## src/rtl/contador_bcd_mux_if.sv

```systemverilog
// Control and display bus of the multi-digit BCD counter.
// There is no valid/ready handshake: En/Up/Clr are level controls sampled on C50, and all display outputs are registered.
interface contador_bcd_mux_if #(
    parameter int DIGITS = 4
);
    logic              En;
    logic              Up;
    logic              Clr;
    logic [6:0]        D;
    logic [DIGITS-1:0] Anodo;
    logic              Tick;
    logic              Carry;

    modport master (output En, Up, Clr, input D, Anodo, Tick, Carry);
    modport slave  (input En, Up, Clr, output D, Anodo, Tick, Carry);
endinterface

```

## src/rtl/contador_bcd_mux.sv

```systemverilog
// Multi-digit BCD up/down counter with a tick prescaler and a time-multiplexed 7-segment driver.
module contador_bcd_mux #(
    parameter int CLK_HZ           = 50_000_000,
    parameter int TICK_HZ          = 1,
    parameter int DIGITS           = 4,
    parameter int SCAN_HZ          = 1000,
    parameter bit ANODE_ACTIVE_LOW = 1'b1
) (
    input  logic                C50,
    input  logic                Rst,
    contador_bcd_mux_if.slave   bus
);
    localparam int TICK_DIV = CLK_HZ / TICK_HZ;
    localparam int SCAN_DIV = CLK_HZ / (SCAN_HZ * DIGITS);
    localparam int PW       = $clog2(TICK_DIV);
    localparam int SW       = (SCAN_DIV > 1) ? $clog2(SCAN_DIV) : 1;
    localparam int IW       = (DIGITS > 1) ? $clog2(DIGITS) : 1;
    localparam int VW       = 4 * DIGITS;
    localparam logic [DIGITS-1:0] SEL0   = DIGITS'(1);
    localparam logic [DIGITS-1:0] AN_RST = ANODE_ACTIVE_LOW ? ~SEL0 : SEL0;

    logic [PW-1:0]     p_q, p_d;
    logic [VW-1:0]     val_q, val_d, step_val;
    logic              tick_q, tick_d;
    logic              carry_q, carry_d;
    logic [SW-1:0]     s_q, s_d;
    logic [IW-1:0]     i_q, i_d;
    logic [6:0]        d_q, d_d;
    logic [DIGITS-1:0] anodo_q, anodo_d;
    logic              tick_ev;
    logic              ripple;
    logic [3:0]        dig;
    logic [3:0]        cur_digit;

    function automatic logic [6:0] seg7(input logic [3:0] v);
        case (v)
            4'd0:    return 7'b0000001;
            4'd1:    return 7'b1001111;
            4'd2:    return 7'b0010010;
            4'd3:    return 7'b0000110;
            4'd4:    return 7'b1001100;
            4'd5:    return 7'b0100100;
            4'd6:    return 7'b0100000;
            4'd7:    return 7'b0001111;
            4'd8:    return 7'b0000000;
            4'd9:    return 7'b0000100;
            default: return 7'b1111110;
        endcase
    endfunction

    // Counting path: the ripple flag survives the loop only if every digit wrapped.
    always_comb begin
        tick_ev  = (p_q == PW'(TICK_DIV - 1));
        p_d      = tick_ev ? '0 : p_q + 1'b1;
        step_val = val_q;
        ripple   = 1'b1;
        dig      = '0;
        for (int k = 0; k < DIGITS; k++) begin
            dig = val_q[4*k +: 4];
            if (ripple) begin
                if (bus.Up) begin
                    if (dig == 4'd9) begin
                        step_val[4*k +: 4] = 4'd0;
                    end else begin
                        step_val[4*k +: 4] = dig + 4'd1;
                        ripple             = 1'b0;
                    end
                end else begin
                    if (dig == 4'd0) begin
                        step_val[4*k +: 4] = 4'd9;
                    end else begin
                        step_val[4*k +: 4] = dig - 4'd1;
                        ripple             = 1'b0;
                    end
                end
            end
        end
        val_d   = val_q;
        tick_d  = 1'b0;
        carry_d = 1'b0;
        if (bus.Clr) begin
            val_d = '0;
            p_d   = '0;
        end else if (tick_ev) begin
            tick_d = 1'b1;
            if (bus.En) begin
                val_d   = step_val;
                carry_d = ripple;
            end
        end
    end

    // Scan path: anode and segments are both registered from i_q, so they always switch together.
    always_comb begin
        s_d       = s_q + 1'b1;
        i_d       = i_q;
        cur_digit = '0;
        anodo_d   = '0;
        if (s_q == SW'(SCAN_DIV - 1)) begin
            s_d = '0;
            i_d = (i_q == IW'(DIGITS - 1)) ? '0 : i_q + 1'b1;
        end
        for (int k = 0; k < DIGITS; k++) begin
            if (i_q == IW'(k)) begin
                cur_digit  = val_q[4*k +: 4];
                anodo_d[k] = 1'b1;
            end
        end
        if (ANODE_ACTIVE_LOW) anodo_d = ~anodo_d;
        d_d = seg7(cur_digit);
    end

    always_ff @(posedge C50 or negedge Rst) begin
        if (!Rst) begin
            p_q     <= '0;
            val_q   <= '0;
            tick_q  <= 1'b0;
            carry_q <= 1'b0;
            s_q     <= '0;
            i_q     <= '0;
            d_q     <= 7'b0000001;
            anodo_q <= AN_RST;
        end else begin
            p_q     <= p_d;
            val_q   <= val_d;
            tick_q  <= tick_d;
            carry_q <= carry_d;
            s_q     <= s_d;
            i_q     <= i_d;
            d_q     <= d_d;
            anodo_q <= anodo_d;
        end
    end

    assign bus.D     = d_q;
    assign bus.Anodo = anodo_q;
    assign bus.Tick  = tick_q;
    assign bus.Carry = carry_q;
endmodule

```

## src/flat_wrapper.sv

```systemverilog
// flat-port wrapper written by rule: the top's interface ports become plain ports
module contador_bcd_mux_flat 
#(
    parameter int CLK_HZ           = 50_000_000,
    parameter int TICK_HZ          = 1,
    parameter int DIGITS           = 4,
    parameter int SCAN_HZ          = 1000,
    parameter bit ANODE_ACTIVE_LOW = 1'b1
)
  (C50, Rst, bus_En, bus_Up, bus_Clr, bus_D, bus_Anodo, bus_Tick, bus_Carry);
  contador_bcd_mux_if #(.DIGITS(DIGITS)) bus_i ();
  input  logic C50;
  input  logic Rst;
  input wire logic [$bits(bus_i.En)-1:0] bus_En;
  input wire logic [$bits(bus_i.Up)-1:0] bus_Up;
  input wire logic [$bits(bus_i.Clr)-1:0] bus_Clr;
  output wire logic [$bits(bus_i.D)-1:0] bus_D;
  output wire logic [$bits(bus_i.Anodo)-1:0] bus_Anodo;
  output wire logic [$bits(bus_i.Tick)-1:0] bus_Tick;
  output wire logic [$bits(bus_i.Carry)-1:0] bus_Carry;
  assign bus_i.En = bus_En;
  assign bus_i.Up = bus_Up;
  assign bus_i.Clr = bus_Clr;
  assign bus_D = bus_i.D;
  assign bus_Anodo = bus_i.Anodo;
  assign bus_Tick = bus_i.Tick;
  assign bus_Carry = bus_i.Carry;
  contador_bcd_mux #(.CLK_HZ(CLK_HZ), .TICK_HZ(TICK_HZ), .DIGITS(DIGITS), .SCAN_HZ(SCAN_HZ), .ANODE_ACTIVE_LOW(ANODE_ACTIVE_LOW)) u_core (.C50(C50), .Rst(Rst), .bus(bus_i));
endmodule
```

## config.mk

```make
export PLATFORM = sky130hd
export DESIGN_NAME = contador_bcd_mux_flat
export DESIGN_NICKNAME = d
export VERILOG_FILES = /design/src/rtl/contador_bcd_mux_if.sv /design/src/rtl/contador_bcd_mux.sv /design/src/flat_wrapper.sv
export SDC_FILE = /design/constraint.sdc
export NUM_CORES = 1
export LEC_CHECK = 0
export ABC_AREA = 1
export CAP_MARGIN = 20
export CELL_PAD_IN_SITES_DETAIL_PLACEMENT = 1
export CELL_PAD_IN_SITES_GLOBAL_PLACEMENT = 1
export CORE_ASPECT_RATIO = 1.5
export CORE_MARGIN = 10
export CORE_UTILIZATION = 41
export CTS_CLUSTER_DIAMETER = 50
export DETAILED_ROUTE_END_ITERATION = 12
export GPL_TIMING_DRIVEN = 0
export HOLD_SLACK_MARGIN = 0.1
export PLACE_DENSITY = 0.84
export SYNTH_ARGS = -nofsm -noshare
export SYNTH_HDL_FRONTEND = slang
export SYNTH_SLANG_ARGS = --single-unit
```

## constraint.sdc

```tcl
create_clock -name C50 -period 2 [get_ports C50]
set_input_delay 0.2 -clock C50 [delete_from_list [all_inputs] [get_ports C50]]
set_output_delay 0.2 -clock C50 [all_outputs]
set_load 0.05 [all_outputs]
```

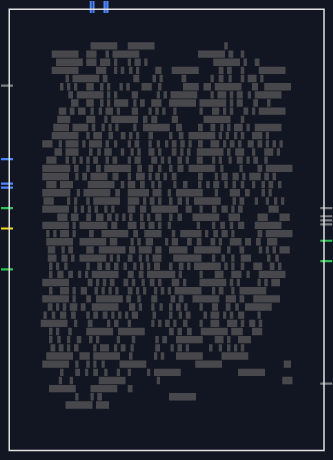
run_1/pinout.png
(3 px per µm) Pins as bars across the die edge, other pins in gray.
legend:
  yellow:
    port: `bus_Up`
    pins: 1
    direction: input
    edge: left
  blue:
    port: `bus_D`
    pins: 7
    direction: output
    edge: 4 top, 3 left
  green:
    port: `bus_Anodo`
    pins: 4
    direction: output
    edge: 2 left, 2 right
all pins by edge: 7 left, 7 right, 4 top

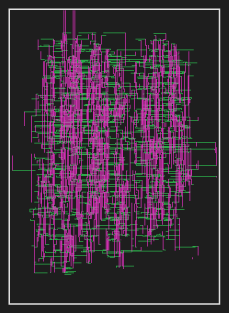
run_1/layers.png
(2 px per µm) Two of the layers only.
legend:
  magenta:
    layer: M2
    wire_length: 7510 µm
  green:
    layer: M1
    wire_length: 5040 µm

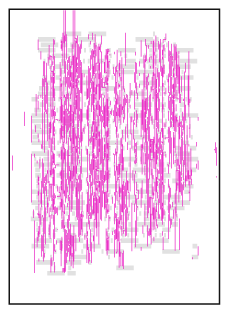
run_1/m2.png
(2 px per µm)
nets with wire on the layer: 588
share of all routed wire: 56%
main direction: vertical
longest straight run: 46.6 µm
wire length on this layer: 7510 µm

## run 1: area by class of cell
class / instances / area, µm²
Multi-Input combinational cell: 436 / 2347
Buffer: 16 / 87.58
Timing Repair Buffer: 27 / 242.7
Fill cell: 1331 / 5328
Clock inverter: 4 / 22.52
Sequential cell: 71 / 1783
Tap cell: 144 / 180.2
Inverter: 77 / 299.0
Clock buffer: 11 / 242.7
## run 1: where the power goes
group	internal (mW)	switching, mW
clock	0.859	0.591
sequential	1.55	0.112
combinational	0.320	0.711
## run 1: logic make-up (layout without fill, tap and decap cells)
group           after synthesis  after routing  share of synthesized area
compound gates               69             69                    0.08424
xor+xnor                     16             16                    0.03198
fa+ha+maj                    13             13                    0.03712
flops                        71             71                     0.4066
buf+inv                      93            135                    0.08595
simple gates                338            338                     0.3541
## run 1: routing by layer
layer  wire length [µm]  share of wire  up-vias
met3                296          0.022       31
met5                  0              0        -
li1                   -              -     1993
met4                444          0.033        0
met1               5043           0.38     2057
met2               7511           0.56       61
## run 1: through the flow
step	utilization	power (mW)	cell area [µm²]
floorplan	-	2.311	4388
global placement	0.4489	2.575	4728
detailed placement	0.4487	2.621	4726
CTS	0.4861	4.133	5120
global route	0.4942	4.386	5205
finish	0.4942	4.139	5205
## run 1: worst max path at each step
stage                         startpoint                   endpoint  slack (ns)  cells after the start
2_1_floorplan  u_core.i_q[0]$_DFFE_PN0N_  u_core.bus.D[6]$_DFF_PN0_        0.03                     11
3_3_place_gp                         Rst  u_core.bus.D[4]$_DFF_PN0_       -1.72                      1
3_5_place_dp   u_core.i_q[1]$_DFFE_PN0N_  u_core.bus.D[6]$_DFF_PN0_       -0.34                     11
4_1_cts        u_core.i_q[0]$_DFFE_PN0N_  u_core.bus.D[1]$_DFF_PN0_       -0.03                      9
5_1_grt        u_core.i_q[1]$_DFFE_PN0N_  u_core.bus.D[1]$_DFF_PN0_       -0.07                     11
6_report       u_core.i_q[1]$_DFFE_PN0N_  u_core.bus.D[6]$_DFF_PN0_        0.01                     11
## run 1: timing repair
item	4_1_cts	5_1_grt
pin swaps	1	9
setup buffers	8	2
hold buffers	1	0
endpoints found under the setup margin	7	7
hold endpoints to repair	67	0
gates resized	21	18
## run 1: worst max-delay path: cells and delay by family (launching register included)
kind	cells	cell delay, ns
AOI/OAI and AO/OA	3	0.43
adders and majority gates	2	0.36
buffers and inverters	3	0.27
DFF	1	0.43
and+or+nand+nor	3	0.37
## run 1: sequential cells by signal, summed over array words and instances (netlist names)
register / cells
u_core.p_q: 26
u_core.bus.D: 7
u_core.bus.Carry: 1
u_core.bus.Tick: 1
u_core.bus.Anodo: 4
u_core.s_q: 14
u_core.val_q: 16
u_core.i_q: 2
==> results.txt, run 1 <==
The implementation run finished. The flow ran to the end, and the final reports show no timing, DRC or antenna violations. Number of cells produced by synthesis landed at ~600. The path class of the tightest hold or removal check is in -> reg. Per the OpenROAD floorplan log, the area of the die is around 0.015 mm².

Number of enable-type register cells in the synthesized netlist landed at 0. Area fraction of the dominant cell type after synthesis landed at 0.3826. The cell type that accounts for the most area after synthesis is dfrtp_1. Floorplan-stage core utilization landed at 0.4160. Wire length of the first global-routing pass landed at ~22000 µm. Ranking logic cells in the layout by count gives the top entries nand2_1 (147), nor2_1 (83), inv_1 (68). Number of cells on the worst hold path landed at 4. The capture point of the worst register-to-register path is recorded as u_core.bus.D[6]$_DFF_PN0_. The net count after synthesis is approximately 620. During placement, the flow inserted port buffers numbering 16. STA lists the startpoint of the worst register-to-register path as u_core.i_q[1]$_DFFE_PN0N_. On the critical path the data arrives at 2.20 ns. TritonRoute output was used to compute an average wire per cell of about 17 µm. The wire-length estimate of the detail-placed layout is approximately 9400 µm.

Floorplan die height landed at 146.6 µm. Met3 track demand over resource in global routing landed at 0.03172. For the final routed database, the setup TNS stands at 0 ns. Per STA, the highest per-stage delay on the worst path measures 0.43 ns. Number of CTS-inserted buffers landed at 9. Largest net degree at the start of global routing landed at 72. After layout, the worst setup slack is roughly 0.013 ns. Per the placement report, the placed cell count is roughly 760. The pin closest to its max-slew limit shows a slew of around 0.92 ns. Proportion of register bits with asynchronous set or reset after synthesis landed at 1.000.

The report lists the cells along the critical path as inv_2 > ha_4 > inv_6 > o21ai_4 > nor2_4 > o22ai_4 > inv_2 > ha_2 > or2_4 > o211ai_1 > nand2_1. The layout summary lists the proportion of cells stronger than drive strength 1 as 0.1511. Global routing put the most usage on met2.

For this design the static power due to leakage is between 2 and 2.5 nW. The root buffer cell chosen for the clock tree is clkbuf_16. Routing resource usage on met2 recorded by global route was 0.3344. TritonCTS built the clock tree. The timing report shows the most common cell along the critical path to be inv_2. Clock skew landed at 0.005210 ns.

Before CTS, the worst setup slack after placement is -0.3435 ns. Looking at hold timing, the worst path starts from bus_Up. Per the OpenROAD floorplan log, the width of the die is between 100 and 150 µm. Final wirelength landed at around 13000 µm. The commonest cells after synthesis are nand2_1 (149), nor2_1 (84), inv_1 (74), dfrtp_1 (67), nand3_1 (31). Largest fanout on the critical path landed at 5.

The congestion estimate from routability-driven global placement came to 0.8773. Averaged over all synthesized cells, the footprint is roughly 7.3 µm². Total vias in the final route landed at between 4000 and 5000. The main area contributors are dfrtp_1 (38%), nand2_1 (13%), nor2_1 (7.2%), inv_1 (6.3%), ha_1 (3.7%). Per the slew report, the remaining headroom to the max-slew limit stands at 0.3871. The later pin in the worst-skew pair is clocked with a latency of 0.33 ns. Remaining global-route overflow landed at 0. Hold timing on the final database bottoms out at a slack of 0.2562 ns. In this run the maximum-capacitance check reported violations numbering 0.

Overall routing resource usage recorded by global route was 0.1719. The most common logic cell in the final layout is nand2_1. The routed layout reports a DRC error count of 0. In this run the count of I/O pins placed on the die edge is 18. Per the power-grid run, VDD falls by no more than 535.3 µV. Register-to-register setup slack landed at 0.01 ns.

Path depth of the worst reg2reg path landed at 11. In the CTS report, the clock slew at the register clock pins of the worst setup and hold paths is listed as 0.06 ns. Share of synthesized area occupied by flip-flops and latches landed at 0.4066. The highest clock rate this design can be run at is slightly above 500 MHz. Sorting the synthesis cell report by count puts at the top nand2_1. Once synthesis finished, the tally of register bits stood at 71. Setup repair after global routing could not meet its margin everywhere.

The final hold violation count recorded for this run is 0. Power density of the placed cells landed at 795.2 mW/mm². The final report lists a non-filler cell total of a little under 800. The endpoint of the worst hold path is reported as u_core.bus.Carry$_DFF_PN0_. Number of failing setup endpoints in the final timing report landed at 0.

Post-synthesis cell type count landed at 36. Number of max-slew violations in the final report landed at 0. Core outline area landed at between 0.01 and 0.015 mm². The worst setup path is captured at a flip-flop.

The number of global-route vias before repair was ~4600. The initial antenna violation count came to 0. Total number of H-tree levels landed at 3.

0 antenna diodes ended up in the layout. Post-synth the commonest register cell is dfrtp_1. Number of routed nets with antenna violations landed at 0.

Post-route period utilization is reported as 0.9933.
==> run 1 -> run 2 <==
Settings changed: CTS_CLUSTER_DIAMETER 50 to default.
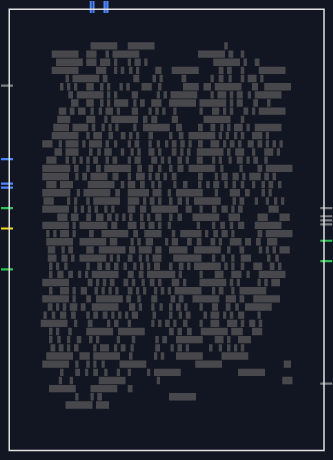
run_2/pinout.png
(3 px per µm) Pins as bars across the die edge, other pins in gray.
legend:
  green:
    port: `bus_Anodo`
    pins: 4
    direction: output
    edge: 2 left, 2 right
  yellow:
    port: `bus_Up`
    pins: 1
    direction: input
    edge: left
  blue:
    port: `bus_D`
    pins: 7
    direction: output
    edge: 4 top, 3 left
all pins by edge: 7 left, 7 right, 4 top

==> run 2 against run 1 <==
Compared with the run above: cell count is the same; cell area did not move; first-iteration DRC count unchanged; sequential share of layout area unchanged; sequential power about the same; sequential cell count unchanged; synthesized cell count did not move; count of clock-buffer cells in the layout stayed put; worst setup slack unchanged; critical path type unchanged; critical endpoint unchanged.
==> results.txt, run 2 <==
The implementation run finished. The flow ran to the end, and the final reports show no timing, DRC or antenna violations. The area fraction of the dominant cell type after synthesis is 0.3826 (unchanged). Share of post-route cells with drive strength above 1 landed at 0.1511 (unchanged). The routed length per instance is 16.92 µm (unchanged). Number of max-slew violations in the final report landed at 0 (unchanged). Latest clock arrival within the worst-skew pair landed at 0.33 ns (about the same).

The remaining global-route overflow is 0 (unchanged). Die width landed at 104.4 µm (unchanged). The number of enable-type register cells in the synthesized netlist came to 0 (unchanged). Core outline area landed at 0.01053 mm² (unchanged).

The least setup slack across all paths after layout came to 0.01339 ns (unchanged). The wire length of the first global-routing pass was 21800 µm (unchanged). Clock tree synthesis selected as its root buffer the cell clkbuf_16. By area the synthesized netlist is led by dfrtp_1 (38%), nand2_1 (13%), nor2_1 (7.2%), inv_1 (6.3%), ha_1 (3.7%). Register-to-register setup slack landed at 0.01 ns (about the same). Power density of the placed cells landed at 795.2 mW/mm² (unchanged).

Synthesized-area fraction occupied by xor and xnor cells landed at 0.03198 (unchanged). The worst slack after detailed placement came to -0.3435 ns (unchanged). Global routing usage summed across all routing layers landed at 0.1719 (unchanged).

Number of failing setup endpoints in the final timing report landed at 0 (unchanged). By instance count after routing, the leading logic cell types are nand2_1 (147), nor2_1 (83), inv_1 (68). The transition at the pin with the smallest max-transition slack is 0.9194 ns (unchanged). Per the synthesis report, the dominant area consumer among library cells is dfrtp_1. Achievable clock frequency landed at 503.4 MHz (unchanged). The remaining routing DRC violations came to 0 (unchanged). Clock slew seen by the registers of the worst setup and hold paths landed at 0.06 ns (about the same). Largest net degree at the start of global routing landed at 72 (unchanged). The register with the most flip-flops in the final layout is u_core.p_q. The post-synthesis share of cell area spent on and, or, nand and nor gates was 0.3541 (unchanged).

Endpoint arrival time on the critical path landed at 2.20 ns (about the same). The placed wire-length estimate after detailed placement is 9386 µm (unchanged). The worst vdd rail ir drop came to 535.3 µV (unchanged). The proportion of register bits with asynchronous set or reset after synthesis was 1.000 (unchanged). The number of CTS-inserted buffers came to 9 (unchanged).

The min-delay analysis places its worst path in the category in -> reg. The startpoint identified for the worst hold timing path is bus_Up. The diode insertion count for antenna repair was 0 (unchanged). The total of buffers placed on input and output ports is 16 (unchanged). The number of cells produced by synthesis came to 600 (unchanged). The clock skew was 0.005210 ns (unchanged).

Between the synthesized netlist and the finished layout, the area growth was recorded as 18.79%. Adder-cell share of the synthesized area landed at 0.03712 (unchanged). The initial antenna violation count was 0 (unchanged). The final wirelength is 13300 µm (unchanged).

The number of routed nets with antenna violations came to 0 (unchanged). Overall die area landed at 0.01531 mm² (unchanged). The number of global-route vias before repair came to 4644 (unchanged). The final core utilization is 0.4942 (unchanged). Setup repair after global routing could not meet its margin everywhere. Flip-flop count of the largest register after layout landed at 26 (unchanged). The startpoint identified for the worst register-to-register timing path is u_core.i_q[1]$_DFFE_PN0N_. For the worst reg-to-reg path, the endpoint reported by OpenROAD is u_core.bus.D[6]$_DFF_PN0_.

Average size of a mapped cell landed at 7.303 µm² (unchanged). The multiplexer area fraction after synthesis is 0 (unchanged). Total chip power landed at 4.139 mW (unchanged). For this run, the leading register cell type out of synthesis is dfrtp_1. Area fraction in compound gates after synthesis landed at 0.08424 (unchanged).

The largest registers in the layout are u_core.p_q: 26 flops, u_core.val_q: 16 flops, u_core.s_q: 14 flops. TritonCTS built the clock tree. Total vias in the final route landed at 4142 (unchanged). The final count of hold timing violations came to 0 (unchanged).

The commonest cells after synthesis are nand2_1 (149), nor2_1 (84), inv_1 (74), dfrtp_1 (67), nand3_1 (31). The count of state elements after synthesis was 71 (unchanged). Largest fanout on the critical path landed at 5 (unchanged). Worst hold slack landed at 0.2562 ns (unchanged). Among all cell types in the netlist, the one instantiated most often is nand2_1. The number of maximum-capacitance violations came to 0 (unchanged). The share of synthesized area occupied by flip-flops and latches came to 0.4066 (unchanged). The floorplan die height came to 146.6 µm (unchanged). The net count of the mapped netlist came to 618 (unchanged). The endpoint of the worst hold path is reported as u_core.bus.Carry$_DFF_PN0_.

Non-filler instance count after layout landed at 786 (unchanged).
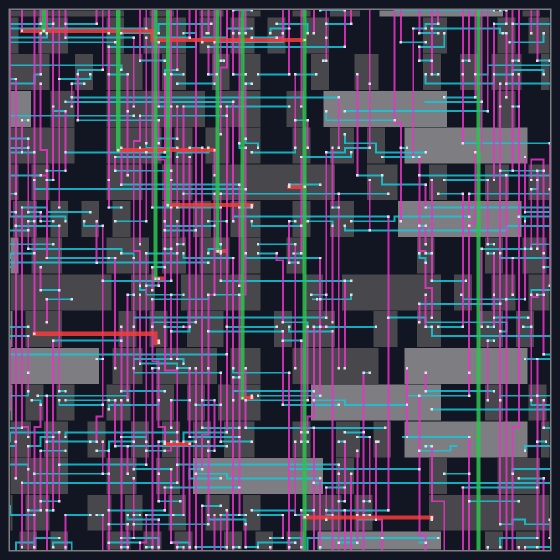
run_2/closeup.png
Region (32, 53) to (72, 93) µm. Cells in gray, sequential cells in the stronger gray; small squares are vias.
legend:
  red:
    layer: M3
  magenta:
    layer: M2
  green:
    layer: M4
  cyan:
    layer: M1
cells with their middle in the window: 134
netlist names of flops here include: `u_core.p_q` (4), `u_core.bus.Anodo` (2), `u_core.val_q` (2)
most frequent: nand2_1 (36), inv_1 (12), nor2_1 (9)
sequential cells in the window: 9

[run 2: cell counts in the layout (fill, tap and decap cells not counted)]
No cell type changed its count.
[run 2: metal layers]
layer  share of wire  vias to the layer above  GRT usage
met2            0.56                       61     0.3344
met5               0                        -          0
met4           0.033                        0    0.08799
met3           0.022                       31    0.03172
li1                -                     1993          -
met1            0.38                     2057     0.1651
[run 2: metrics by stage]
stage	area (µm²)	setup TNS, ns
after floorplan	4388	0
after global placement	4728	-119.07
after detailed placement	4726	-1.334
after CTS	5120	-0.05450
after global routing	5205	-0.2302
final	5205	0
[run 2: area by class of cell]
cell class	instances	area, µm²
multi-input cells	436	2347
inverters	77	299.0
clock inverters	4	22.52
fillers	1331	5328
well taps	144	180.2
repair buffers	27	242.7
clock buffers	11	242.7
flip-flops and latches	71	1783
plain buffers	16	87.58
[run 2: how the worst max path moves through the flow]
stage	cells past startpoint	slack [ns]	from	endpoint
CTS	9	-0.03	u_core.i_q[0]$_DFFE_PN0N_	u_core.bus.D[1]$_DFF_PN0_
floorplan	11	0.03	u_core.i_q[0]$_DFFE_PN0N_	u_core.bus.D[6]$_DFF_PN0_
finish	11	0.01	u_core.i_q[1]$_DFFE_PN0N_	u_core.bus.D[6]$_DFF_PN0_
detailed placement	11	-0.34	u_core.i_q[1]$_DFFE_PN0N_	u_core.bus.D[6]$_DFF_PN0_
global placement	1	-1.72	Rst	u_core.bus.D[4]$_DFF_PN0_
global route	11	-0.07	u_core.i_q[1]$_DFFE_PN0N_	u_core.bus.D[1]$_DFF_PN0_
[run 2: what timing repair did]
item	in CTS	in global routing
endpoints found under the setup margin	7	7
buffers inserted	8	2
hold buffers	1	0
pin swaps	1	9
gates resized	21	18
endpoints found under the hold margin	67	0
[run 2: where the power goes]
group / total [mW] / internal, mW / switching, mW
clock: 1.45 / 0.859 / 0.591
combinational: 1.03 / 0.320 / 0.711
sequential: 1.66 / 1.55 / 0.112
[run 2: critical path, stage by stage (launching register included)]
cell,delay [ns]
dfrtp_1,0.43
inv_2,0.15
ha_4,0.19
inv_6,0.05
o21ai_4,0.17
nor2_4,0.06
o22ai_4,0.17
inv_2,0.07
ha_2,0.17
or2_4,0.23
o211ai_1,0.09
nand2_1,0.08
[run 2: kinds of logic (layout without fill, tap and decap cells)]
family / count (synthesis) / in the layout
simple gates: 338 / 338
buf+inv: 93 / 135
fa+ha+maj: 13 / 13
flops: 71 / 71
xor+xnor: 16 / 16
compound gates: 69 / 69
Power figures rest on the tool's default switching activity, not on a simulated workload.
